Wire density map:
(6 px per um) The die is cut into 13 by 13 equal tiles; dark blue is low, red is high, scaled to the fullest tile. Values are wire area over tile area, all layers added.
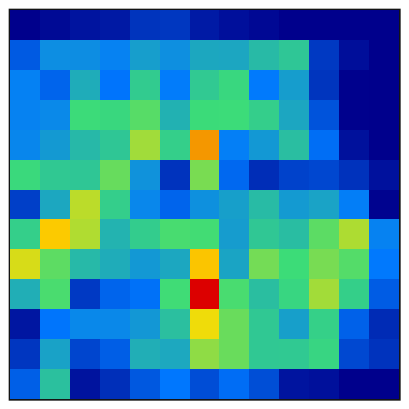
Placement view:
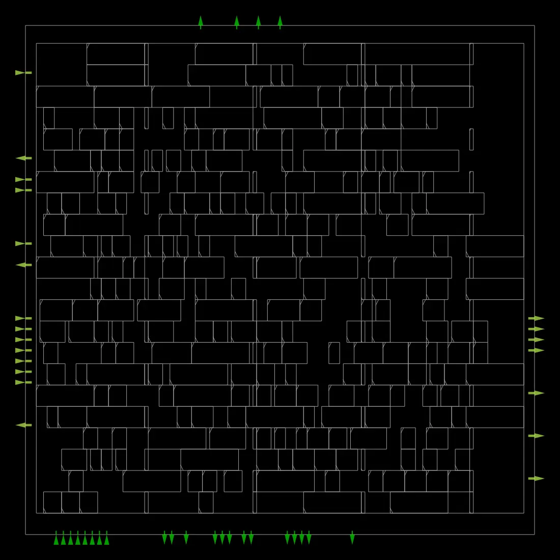
Signal wires by layer:
(6 px per um) Only two layers are drawn.
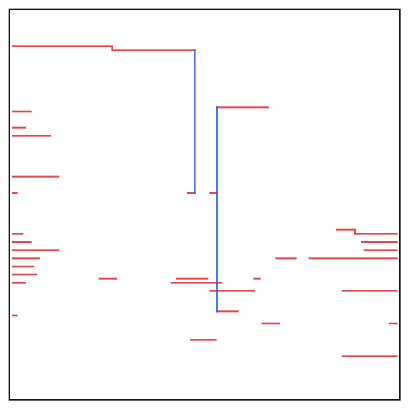
Wires at chosen ports, followed through buffers:
(8 px per um)
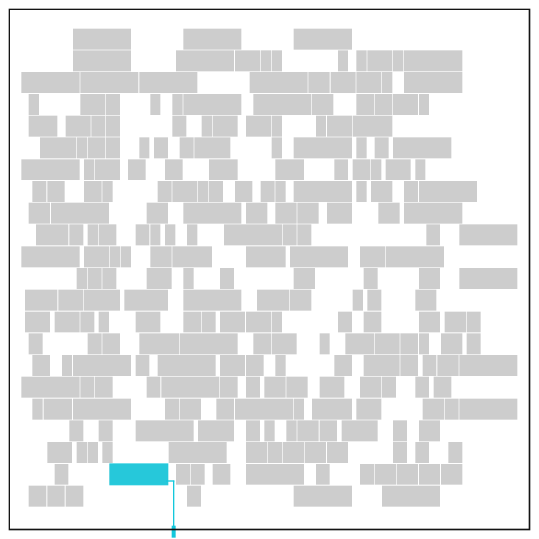
`config.mk`:
```
export PLATFORM = sky130hd
export DESIGN_NAME = op_decoder_seq_flat
export DESIGN_NICKNAME = d
export VERILOG_FILES = /design/src/rtl/op_decoder_seq_if.sv /design/src/rtl/op_decoder_seq.sv /design/src/flat_wrapper.sv
export SDC_FILE = /design/constraint.sdc
export NUM_CORES = 1
export LEC_CHECK = 0
export CAP_MARGIN = 30
export CORE_UTILIZATION = 55
export CTS_CLUSTER_SIZE = 14
export DETAILED_ROUTE_END_ITERATION = 12
export DONT_BUFFER_PORTS = 1
export PLACE_DENSITY = 0.71
export SLEW_MARGIN = 30
export SYNTH_ARGS = -nofsm -noshare
export SYNTH_HDL_FRONTEND = slang
export SYNTH_SLANG_ARGS = --single-unit
```
`constraint.sdc`:
```
create_clock -name clk -period 6.8 [get_ports clk]
set_clock_uncertainty 0.15 [all_clocks]
set_input_delay 1.7 -clock clk [delete_from_list [all_inputs] [get_ports clk]]
set_output_delay 1.7 -clock clk [all_outputs]
set_load 0.01 [all_outputs]
```
`src/rtl/op_decoder_seq_if.sv`:
```
// Op word bus from the packet deserialiser into the op decoder.
//   op       : op word (opcode byte in the top byte, sub byte below it)
//   op_valid : op qualifies this cycle; there is no backpressure
// The master modport drives the bus and the slave modport receives it.
interface op_decoder_seq_if #(
    parameter int unsigned OP_WIDTH = 16
) ();
    logic [OP_WIDTH-1:0] op;
    logic                op_valid;

    modport master (output op, output op_valid);
    modport slave  (input  op, input  op_valid);
endinterface

```
`src/rtl/op_decoder_seq.sv`:
```
// Registered NeXT op decoder with audio session tracking.
// It classifies each valid op word and tracks the audio session: the mode
// (44 or 22 kHz), the sample count and the inactivity timeout. A run of
// all-ones ops raises a reset request.
// Ports:
//   clk, reset     : clock and synchronous active-high reset
//   bus (slave)    : op / op_valid from the deserialiser
//   power_on_r1, kbd_led_update, audio_start, audio_sample, sample_dropped,
//   all_1_packet, reset_req, unknown_op, audio_stop : one-cycle pulses
//   audio_active, audio_22khz : session levels
//   sample_count   : samples accepted in the current session (saturating)
module op_decoder_seq #(
    parameter int unsigned OP_WIDTH  = 16,
    parameter int unsigned TIMEOUT   = 4096,
    parameter int unsigned CNT_W     = 16,
    parameter int unsigned RESET_RUN = 2
) (
    input  logic               clk,
    input  logic               reset,
    op_decoder_seq_if.slave    bus,
    output logic               power_on_r1,
    output logic               kbd_led_update,
    output logic               audio_start,
    output logic               audio_sample,
    output logic               sample_dropped,
    output logic               all_1_packet,
    output logic               reset_req,
    output logic               unknown_op,
    output logic               audio_stop,
    output logic               audio_active,
    output logic               audio_22khz,
    output logic [CNT_W-1:0]   sample_count
);
    localparam int unsigned TMO_W = $clog2(TIMEOUT);
    localparam int unsigned RUN_W = $clog2(RESET_RUN + 1);

    typedef enum logic [1:0] {IDLE, PLAY44, PLAY22} state_t;

    state_t             state_q, state_d;
    logic [CNT_W-1:0]   cnt_d;
    logic [TMO_W-1:0]   tmo_q, tmo_d;
    logic [RUN_W-1:0]   run_q, run_d;
    logic               power_d, kbd_d, start_d, sample_d, dropped_d;
    logic               all1_d, rreq_d, unknown_d, stop_d, k22_d;
    logic [7:0]         opc, sub;
    logic               playing;

    assign opc     = bus.op[OP_WIDTH-1 -: 8];
    assign sub     = bus.op[OP_WIDTH-9 -: 8];
    assign playing = (state_q != IDLE);

    // State and all output registers
    always_ff @(posedge clk) begin
        if (reset) begin
            state_q        <= IDLE;
            tmo_q          <= '0;
            run_q          <= '0;
            sample_count   <= '0;
            power_on_r1    <= 1'b0;
            kbd_led_update <= 1'b0;
            audio_start    <= 1'b0;
            audio_sample   <= 1'b0;
            sample_dropped <= 1'b0;
            all_1_packet   <= 1'b0;
            reset_req      <= 1'b0;
            unknown_op     <= 1'b0;
            audio_stop     <= 1'b0;
            audio_active   <= 1'b0;
            audio_22khz    <= 1'b0;
        end else begin
            state_q        <= state_d;
            tmo_q          <= tmo_d;
            run_q          <= run_d;
            sample_count   <= cnt_d;
            power_on_r1    <= power_d;
            kbd_led_update <= kbd_d;
            audio_start    <= start_d;
            audio_sample   <= sample_d;
            sample_dropped <= dropped_d;
            all_1_packet   <= all1_d;
            reset_req      <= rreq_d;
            unknown_op     <= unknown_d;
            audio_stop     <= stop_d;
            audio_active   <= (state_d != IDLE);
            audio_22khz    <= k22_d;
        end
    end

    // Decode, session next-state and all-ones run tracking
    always_comb begin
        state_d   = state_q;
        cnt_d     = sample_count;
        tmo_d     = tmo_q;
        run_d     = run_q;
        power_d   = 1'b0;
        kbd_d     = 1'b0;
        start_d   = 1'b0;
        sample_d  = 1'b0;
        dropped_d = 1'b0;
        all1_d    = 1'b0;
        rreq_d    = 1'b0;
        unknown_d = 1'b0;
        stop_d    = 1'b0;
        k22_d     = audio_22khz;

        if (bus.op_valid) begin
            if (opc == 8'hc5 && sub == 8'hef)      power_d = 1'b1;
            else if (opc == 8'hc5 && sub == 8'h00) kbd_d = 1'b1;
            else if (opc == 8'h1f || opc == 8'h0f) start_d = 1'b1;
            else if (opc == 8'hc7) begin
                if (playing) sample_d  = 1'b1;
                else         dropped_d = 1'b1;
            end
            else if (opc == 8'hff)                 all1_d = 1'b1;
            else                                   unknown_d = 1'b1;
            if (opc != 8'hff) run_d = '0;
        end

        // A start or sample on the terminal timeout cycle pre-empts the stop
        if (start_d) begin
            state_d = (opc == 8'h1f) ? PLAY22 : PLAY44;
            cnt_d   = '0;
            tmo_d   = '0;
        end else if (sample_d) begin
            if (sample_count != {CNT_W{1'b1}}) cnt_d = sample_count + CNT_W'(1);
            tmo_d = '0;
        end else if (playing) begin
            if (tmo_q == TMO_W'(TIMEOUT - 1)) begin
                state_d = IDLE;
                stop_d  = 1'b1;
                tmo_d   = '0;
            end else begin
                tmo_d = tmo_q + TMO_W'(1);
            end
        end

        // The terminal all-ones op in a run forces the session down
        if (all1_d) begin
            if (run_q == RUN_W'(RESET_RUN - 1)) begin
                rreq_d  = 1'b1;
                run_d   = '0;
                state_d = IDLE;
                cnt_d   = '0;
                tmo_d   = '0;
                if (playing) stop_d = 1'b1;
            end else begin
                run_d = run_q + RUN_W'(1);
            end
        end

        if (state_d == PLAY22)      k22_d = 1'b1;
        else if (state_d == PLAY44) k22_d = 1'b0;
    end
endmodule

```
`src/flat_wrapper.sv`:
```
// flat-port wrapper written by rule: the top's interface ports become plain ports
module op_decoder_seq_flat 
#(
    parameter int unsigned OP_WIDTH  = 16,
    parameter int unsigned TIMEOUT   = 4096,
    parameter int unsigned CNT_W     = 16,
    parameter int unsigned RESET_RUN = 2
)
  (clk, reset, power_on_r1, kbd_led_update, audio_start, audio_sample, sample_dropped, all_1_packet, reset_req, unknown_op, audio_stop, audio_active, audio_22khz, sample_count, bus_op, bus_op_valid);
  op_decoder_seq_if #(.OP_WIDTH(OP_WIDTH)) bus_i ();
  input  logic clk;
  input  logic reset;
  output logic power_on_r1;
  output logic kbd_led_update;
  output logic audio_start;
  output logic audio_sample;
  output logic sample_dropped;
  output logic all_1_packet;
  output logic reset_req;
  output logic unknown_op;
  output logic audio_stop;
  output logic audio_active;
  output logic audio_22khz;
  output logic [CNT_W-1:0] sample_count;
  input wire logic [$bits(bus_i.op)-1:0] bus_op;
  input wire logic [$bits(bus_i.op_valid)-1:0] bus_op_valid;
  assign bus_i.op = bus_op;
  assign bus_i.op_valid = bus_op_valid;
  op_decoder_seq #(.OP_WIDTH(OP_WIDTH), .TIMEOUT(TIMEOUT), .CNT_W(CNT_W), .RESET_RUN(RESET_RUN)) u_core (.clk(clk), .reset(reset), .bus(bus_i), .power_on_r1(power_on_r1), .kbd_led_update(kbd_led_update), .audio_start(audio_start), .audio_sample(audio_sample), .sample_dropped(sample_dropped), .all_1_packet(all_1_packet), .reset_req(reset_req), .unknown_op(unknown_op), .audio_stop(audio_stop), .audio_active(audio_active), .audio_22khz(audio_22khz), .sample_count(sample_count));
endmodule
```
==> results_dict.tcl <==
# collected from the flow reports
set metrics [dict create \
    period_needed_ps 3640 \
    total_power_w 0.000420 \
    synth_cell_type_count 50 \
    cts.sinks 43 \
    seq_power_w 0.000252 \
    hold_buffers 0 \
    p_leak_nw 0.699 \
    worstPathRequired_ps 6860 \
    clockBufferDepth 2 \
    drt_iter0_drc 94 \
    met2_usage_pct 41.0 \
    ys_top_cells_by_area "dfxtp_1, a21oi_1, or4_1" \
    synth_top_area_share_pct 39.6 \
    grt_first_pass_wirelength_mm 7.78 \
    nFillCells 353 \
    synthArstFlopShare_pct 0 \
    ys_seq_share_pct 39.6 \
    rr_endpoint "u_core.sample_count[15]" \
    ys_area_um2 2170 \
    routed_wirelength_mm 4.57 \
    num_io_pins 46 \
    crit_type "in -> reg" \
    crit_path_start_kind "input port" \
    timing.fmax_mhz 274 \
    cts.clk_slew.worst_paths_ps 80 \
    hold_class "reg -> reg" \
    grt_pass1_vias 1765 \
    grt.busiest_layer "met2" \
    cts_repair_resize_count 0 \
    gr-usage-met1_pct 28.5 \
    syn_nets 275 \
    hold_path_end "u_core.run_q[1]" \
    synth_area_um2 2170 \
    cts_buffers 5 \
    max_slew_margin_pct 52.3 \
    synthTopCellsByCount "dfxtp_1, a21oi_1, nand2_1" \
    synthFlopType "dfxtp_1" \
    vdd_drop_max_mv 0.113 \
    holdPathStages 2 \
    wl_met1_mm 2.11 \
    grt_overflow 0 \
    warning_count 26 \
    dpl.hpwl_mm 3.32 \
    yosysWarnings 0 \
    whs_ps 289 \
    ctsRootBufferMaster "clkbuf_8" \
    clock_power_share_pct 37.4 \
    rsz0062_at_grt "false" \
    netSwitchingFraction_pct 22.0 \
    dr_wl_met3_um 181 \
    report.final.slew_viol_count 0 \
    die_w_um 64.8 \
    outcome "complete, no violations" \
    wl_met2_mm 2.22 \
    arrival_ps 3700 \
    mostFrequentLayoutCells "dfxtp_1, a21oi_1, nand2_1" \
    io_buffers 0 \
    initCoreUtil_pct 58.5 \
    finalSetupTns_ps 0 \
    comb_power_share_pct 2.5 \
    antenna_found_initial 0 \
    netSwitchingPower_w 0.0000924 \
    powerDensity_nw_per_um2 184 \
    htreeDepth 2 \
    tritoncts "done" \
    layout_top_cell "dfxtp_1" \
    reg2reg_depth 5 \
    synth_flops 43 \
    tightest_slew_ps 710 \
    synth.avg_cell_area_um2 8.59 \
    synth-edff-count 0 \
    r2r_start "u_core.state_q[0]" \
    drv_cap 0 \
    power.group.top "registers" \
    netlist_instances 253 \
    finalHoldViolCount 0 \
    finish.net_count 274 \
    combinationalPower_w 0.0000105 \
    cts_setup_buffers 0 \
    grt_max_degree 19 \
    cp_max_fo 18 \
    synth.largest_area_cell "dfxtp_1" \
    worstHoldStart "u_core.run_q[1]" \
    endpoint_kind "flip-flop" \
    avgRoutedWirePerCell_um 15.2 \
    syn2layout_area_growth_pct 5.13 \
    postRouteAntennaNets 0 \
    dieArea_um2 4200 \
    period_used_pct 53.6 \
    clk_latency_ps 290 \
    yosysCellCount 253 \
    highest_layer "met4" \
    r2r_slack_ps 4200 \
    dr.pass1.iters 4 \
    vias_per_cell 6.32 \
]
Back to the opening pictures, 'wire density map':
The fullest tile reaches 0.54. The emptiest ninth of the die: north-east. 16% of the tiles are over half the peak.

Back to the opening pictures, 'placement view':
post-layout util: 61.4%
n_taps: 48
Core Box Area: 3720 um2
Core Rows: 22

Back to the opening pictures, 'signal wires by layer':
Blue shows M4, wire length 57.8 um. Red shows M3, wire length 182 um.

Back to the opening pictures, 'wires at chosen ports, followed through buffers':
Cyan shows `power_on_r1`, bits 1, direction output, end cells 1, wire 6.50 um.

-- final cells by class --
type | instances | area [um2] | area share (%)
clock buffer | 6 | 72.6 | 3.18
sequential | 43 | 861 | 37.7
tap | 48 | 60.1 | 2.63
multi-input combinational | 192 | 1230 | 53.8
inverter | 7 | 26.3 | 1.15
timing repair buffer | 3 | 23.8 | 1.04
clock inverter | 2 | 12.5 | 0.548
-- stage by stage --
stage                     area [um2]  instances  worst slack (ps)
after floorplan                 2170        253              3280
after global placement          2180        291              2640
after detailed placement        2190        292              2850
after CTS                       2280        300              3150
after global routing            2280        301              2990
final                           2280        301              3160
-- worst max path at each step --
stage / startpoint / to / cells past startpoint
after global placement: bus_op_valid / u_core.tmo_q[9] / 4
after global routing: bus_op_valid / u_core.sample_count[15] / 5
after floorplan: bus_op[11] / u_core.audio_22khz / 10
after detailed placement: bus_op_valid / u_core.sample_count[15] / 5
final: bus_op_valid / u_core.sample_count[15] / 5
after CTS: bus_op_valid / u_core.sample_count[15] / 5
-- kinds of logic after synthesis --
logic type               synth area share, %
AND-OR/OR-AND                           16.4
XOR/XNOR                                3.63
adder cells (fa/ha/maj)                 1.73
buffers and inverters                   4.03
flip-flops                              39.6
multiplexers                           0.461
AND/OR/NAND/NOR                         34.1
-- flip-flops by register name, summed over array words and instances, names as in the netlist --
name                   flops
u_core.kbd_led_update      1
u_core.audio_22khz         1
u_core.audio_active        1
u_core.sample_count       16
u_core.audio_start         1
u_core.power_on_r1         1
u_core.tmo_q              12
u_core.reset_req           1
u_core.all_1_packet        1
u_core.sample_dropped      1
u_core.audio_stop          1
u_core.run_q               2
u_core.audio_sample        1
u_core.unknown_op          1
u_core.state_q             2
-- critical path, cell delays in order --
cell      delay [ps]
and4_1           290
nand4b_1         580
buf_6            370
or4_1            510
a211oi_1         240
